==> images/closeup.png <==
Window x 11 to 51, y 22 to 62 µm. Cells in grey, sequential cells in the stronger grey; small squares are vias.
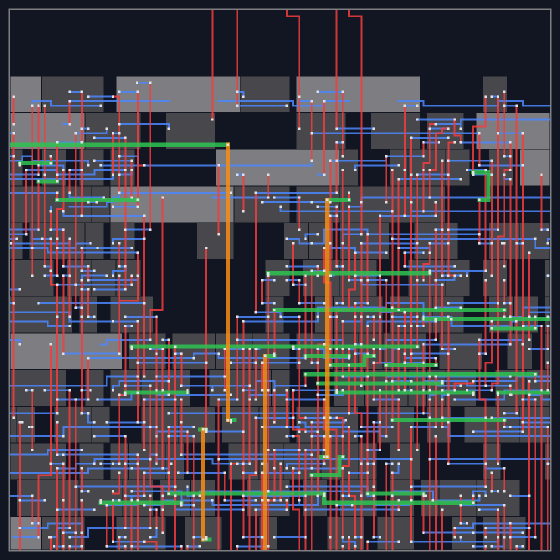
==> images/gates.png <==
Drawn at 8 px/µm.
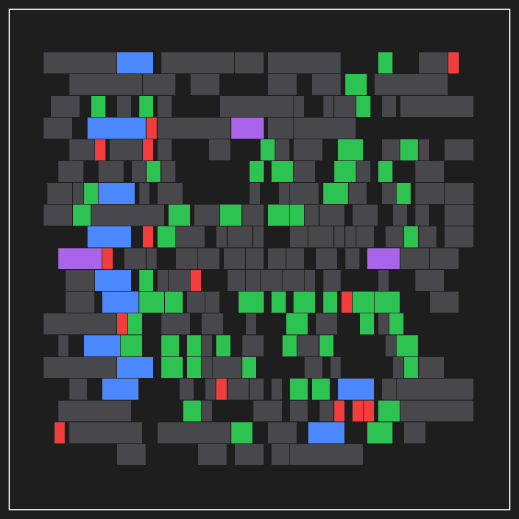
==> images/ff_map.png <==
Drawn at 8 px/µm.
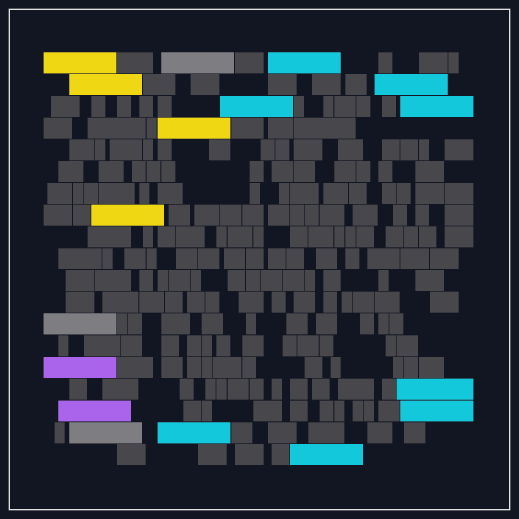
File: src/rtl/edge_pkg.sv
// Shared types for the edge/level regeneration blocks.
package edge_pkg;

  typedef enum logic [1:0] {IDLE, ACTIVE, GAP} stretch_state_t;

endpackage

File: src/rtl/sat_counter.sv
// Saturating up/down counter with a registered one-cycle overflow pulse.
module sat_counter #(
  parameter int W = 4
) (
  input  logic         clk_i,
  input  logic         rst_i,
  input  logic         inc_i,
  input  logic         dec_i,
  output logic [W-1:0] count_o,
  output logic         overflow_o
);

  localparam logic [W-1:0] MAX = {W{1'b1}};
  localparam logic [W-1:0] ONE = {{(W-1){1'b0}}, 1'b1};

  logic [W-1:0] count_q, count_d;
  logic         ovf_q, ovf_d;

  // Simultaneous inc and dec cancel; an inc at MAX is dropped and flagged.
  always_comb begin
    count_d = count_q;
    ovf_d   = 1'b0;
    if (inc_i && !dec_i) begin
      if (count_q == MAX) begin
        ovf_d = 1'b1;
      end else begin
        count_d = count_q + ONE;
      end
    end else if (dec_i && !inc_i && (count_q != '0)) begin
      count_d = count_q - ONE;
    end
  end

  always_ff @(posedge clk_i or posedge rst_i) begin
    if (rst_i) begin
      count_q <= '0;
      ovf_q   <= 1'b0;
    end else begin
      count_q <= count_d;
      ovf_q   <= ovf_d;
    end
  end

  assign count_o    = count_q;
  assign overflow_o = ovf_q;

endmodule

File: src/rtl/edge_stretcher.sv
// Turns single-cycle trigger pulses into level phases of programmable width,
// separated by a programmable idle gap, with retrigger or queued re-launch.
module edge_stretcher
  import edge_pkg::*;
#(
  parameter int   CNT_W        = 8,
  parameter int   PEND_W       = 4,
  parameter logic INITIAL_DATA = 1'b0
) (
  input  logic              clk_i,
  input  logic              rst_i,
  input  logic              trig_i,
  input  logic [CNT_W-1:0]  high_len_i,
  input  logic [CNT_W-1:0]  gap_len_i,
  input  logic              retrig_en_i,
  output logic              level_o,
  output logic              busy_o,
  output logic [PEND_W-1:0] pending_o,
  output logic              overflow_o
);

  localparam logic [CNT_W-1:0] ONE = {{(CNT_W-1){1'b0}}, 1'b1};

  stretch_state_t   state_q, state_d;
  logic [CNT_W-1:0] cnt_q, cnt_d;
  logic             level_q, level_d;
  logic             busy_q, busy_d;
  logic             pend_inc, pend_dec;
  logic             phase_done;
  logic [CNT_W-1:0] load_len;
  logic             launch_ok;

  assign load_len  = (high_len_i == '0) ? ONE : high_len_i;
  assign launch_ok = trig_i || (pending_o != '0);

  always_ff @(posedge clk_i or posedge rst_i) begin
    if (rst_i) begin
      state_q <= IDLE;
      cnt_q   <= '0;
      level_q <= INITIAL_DATA;
      busy_q  <= 1'b0;
    end else begin
      state_q <= state_d;
      cnt_q   <= cnt_d;
      level_q <= level_d;
      busy_q  <= busy_d;
    end
  end

  always_comb begin
    state_d    = state_q;
    cnt_d      = cnt_q;
    pend_inc   = 1'b0;
    pend_dec   = 1'b0;
    phase_done = 1'b0;
    case (state_q)
      IDLE: begin
        if (launch_ok) begin
          state_d  = ACTIVE;
          cnt_d    = load_len;
          pend_dec = !trig_i;
        end
      end
      ACTIVE: begin
        if (trig_i && retrig_en_i) begin
          cnt_d = load_len;
        end else begin
          pend_inc = trig_i;
          if (cnt_q > ONE) begin
            cnt_d = cnt_q - ONE;
          end else if (gap_len_i != '0) begin
            state_d = GAP;
            cnt_d   = gap_len_i;
          end else begin
            phase_done = 1'b1;
          end
        end
      end
      GAP: begin
        pend_inc = trig_i;
        if (cnt_q > ONE) begin
          cnt_d = cnt_q - ONE;
        end else begin
          phase_done = 1'b1;
        end
      end
      default: state_d = IDLE;
    endcase
    // End of gap (or zero-length gap): serve the next trigger, counting a
    // same-cycle trigger as the one consumed so pending nets out unchanged.
    if (phase_done) begin
      if (launch_ok) begin
        state_d  = ACTIVE;
        cnt_d    = load_len;
        pend_dec = 1'b1;
      end else begin
        state_d = IDLE;
        cnt_d   = '0;
      end
    end
  end

  always_comb begin
    level_d = (state_d == ACTIVE) ? ~INITIAL_DATA : INITIAL_DATA;
    busy_d  = (state_d != IDLE);
  end

  sat_counter #(
    .W (PEND_W)
  ) u_pending (
    .clk_i      (clk_i),
    .rst_i      (rst_i),
    .inc_i      (pend_inc),
    .dec_i      (pend_dec),
    .count_o    (pending_o),
    .overflow_o (overflow_o)
  );

  assign level_o = level_q;
  assign busy_o  = busy_q;

endmodule
File: config.mk
export PLATFORM = sky130hd
export DESIGN_NAME = edge_stretcher
export DESIGN_NICKNAME = d
export VERILOG_FILES = /design/src/rtl/edge_pkg.sv /design/src/rtl/sat_counter.sv /design/src/rtl/edge_stretcher.sv
export SDC_FILE = /design/constraint.sdc
export NUM_CORES = 1
export LEC_CHECK = 0
export CORE_MARGIN = 4
export CORE_UTILIZATION = 53
export DETAILED_ROUTE_END_ITERATION = 12
export PLACE_DENSITY_LB_ADDON = 0.08
export SLEW_MARGIN = 40
export SYNTH_ARGS = -nofsm -noshare
export SYNTH_HDL_FRONTEND = slang
export SYNTH_SLANG_ARGS = --single-unit
File: constraint.sdc
create_clock -name clk_i -period 3 [get_ports clk_i]
set_input_delay 0.3 -clock clk_i [delete_from_list [all_inputs] [get_ports clk_i]]
set_output_delay 0.3 -clock clk_i [all_outputs]
set_load 0.02 [all_outputs]
==> results.sh <==
# yosys + openroad results
export IMPL_outcome="completed"
export IMPL_postCtsSetupBuffers=0
export IMPL_core_um2=2780
export IMPL_fin_crit_ps=2830
export IMPL_cp_max_fo=6
export IMPL_synthAoiAreaFrac_pct=27.6
export IMPL_path_clk_slew_ps=100
export IMPL_yosysSeqAreaShare_pct=27.2
export IMPL_tns_ps=0
export IMPL_criticalPathCategory="reg2reg"
export IMPL_ys_types=57
export IMPL_irDropWorstVdd_mv=0.765
export IMPL_cts_hold_buf=0
export IMPL_async_flop_share_pct=100
export IMPL_top_area_share_pct=27.2
export IMPL_powerDensity_nw_per_um2=1060
export IMPL_wl_per_cell_um=17.4
export IMPL_diodes=0
export IMPL_vias=1640
export IMPL_synthCells=193
export IMPL_num_rows=19
export IMPL_top_power_group="combinational logic"
## Picture notes: closeup.png
colour	layer
blue	M1
orange	M4
red	M2
green	M3
netlist names of flops here include	cnt_q (3), u_pending.count_o (3)
sequential cells in the window	7
most frequent	o21ai_0 (11), nand3_1 (11), nor2_1 (9)
cells with their middle in the window	131

## Picture notes: gates.png
colour	family	cells
red	inv cells	14
green	aoi and oai cells	53
blue	fa/ha/maj cells	11
purple	mux cells	3

## Picture notes: ff_map.png
colour	name in the netlist	sequential cells
purple	state_q	2
yellow	u_pending.count_o	4
cyan	cnt_q	8
not coloured	3
power in sequential cells: 509 µW
Flop area: 427 µm²
Seq area share: 22.3%
Core Util, Final: 68.8%

==> through the flow <==
stage	cells	setup WS [ps]	power [mW]	hold slack, ps	cell area, µm²
floorplan	193	307	1.47	226	1570
global placement	249	202	1.83	534	1880
detailed placement	249	87.1	1.89	545	1880
CTS	253	135	2.02	435	1910
global route	253	14.7	2.24	501	1910
finish	253	173	2.03	403	1910
==> worst max-delay path: stages (launching register included) <==
cell	delay [ps]
dfrtp_1	420
inv_1	80
ha_1	270
or2_2	360
and3_2	240
a41o_1	300
ha_1	300
a21o_2	210
a21oi_1	180
nand2_1	70
o22ai_1	160
xor2_1	170
==> per-layer routing <==
metal	track usage (%)	part of all wire, %	vias to the layer above	wire length, µm
li1	-	-	769	-
met1	29.6	41	780	1790
met5	0	0	-	0
met2	39.6	50	83	2200
met3	4.50	8.1	8	355
met4	8.75	1.4	0	62
==> layout make-up <==
cell class,instances,area (µm²),share of cell area (%)
Multi-Input combinational cell,155,1060,55.6
Sequential cell,17,427,22.3
Timing Repair Buffer,32,305,16.0
Inverter,14,52.6,2.75
Tap cell,31,38.8,2.03
Clock buffer,4,26.3,1.37
==> final timing paths <==
| kind | to | slack (ps) | cells past startpoint |
|---|---|---|---|
| worst max-delay path | u_pending.count_o[3]$_DFFE_PP0P_ | 170 | 11 |
| worst min-delay path | cnt_q[1]$_DFFE_PP0P_ | 400 | 2 |
| worst max register to register | u_pending.count_o[3]$_DFFE_PP0P_ | 170 | 11 |
| worst min register to register | cnt_q[1]$_DFFE_PP0P_ | 580 | 1 |
| max in group asynchronous | cnt_q[0]$_DFFE_PP0P_ | 2120 | 2 |
| min in group clk_i | cnt_q[1]$_DFFE_PP0P_ | 580 | 1 |
Power and IR drop assume default switching activity.
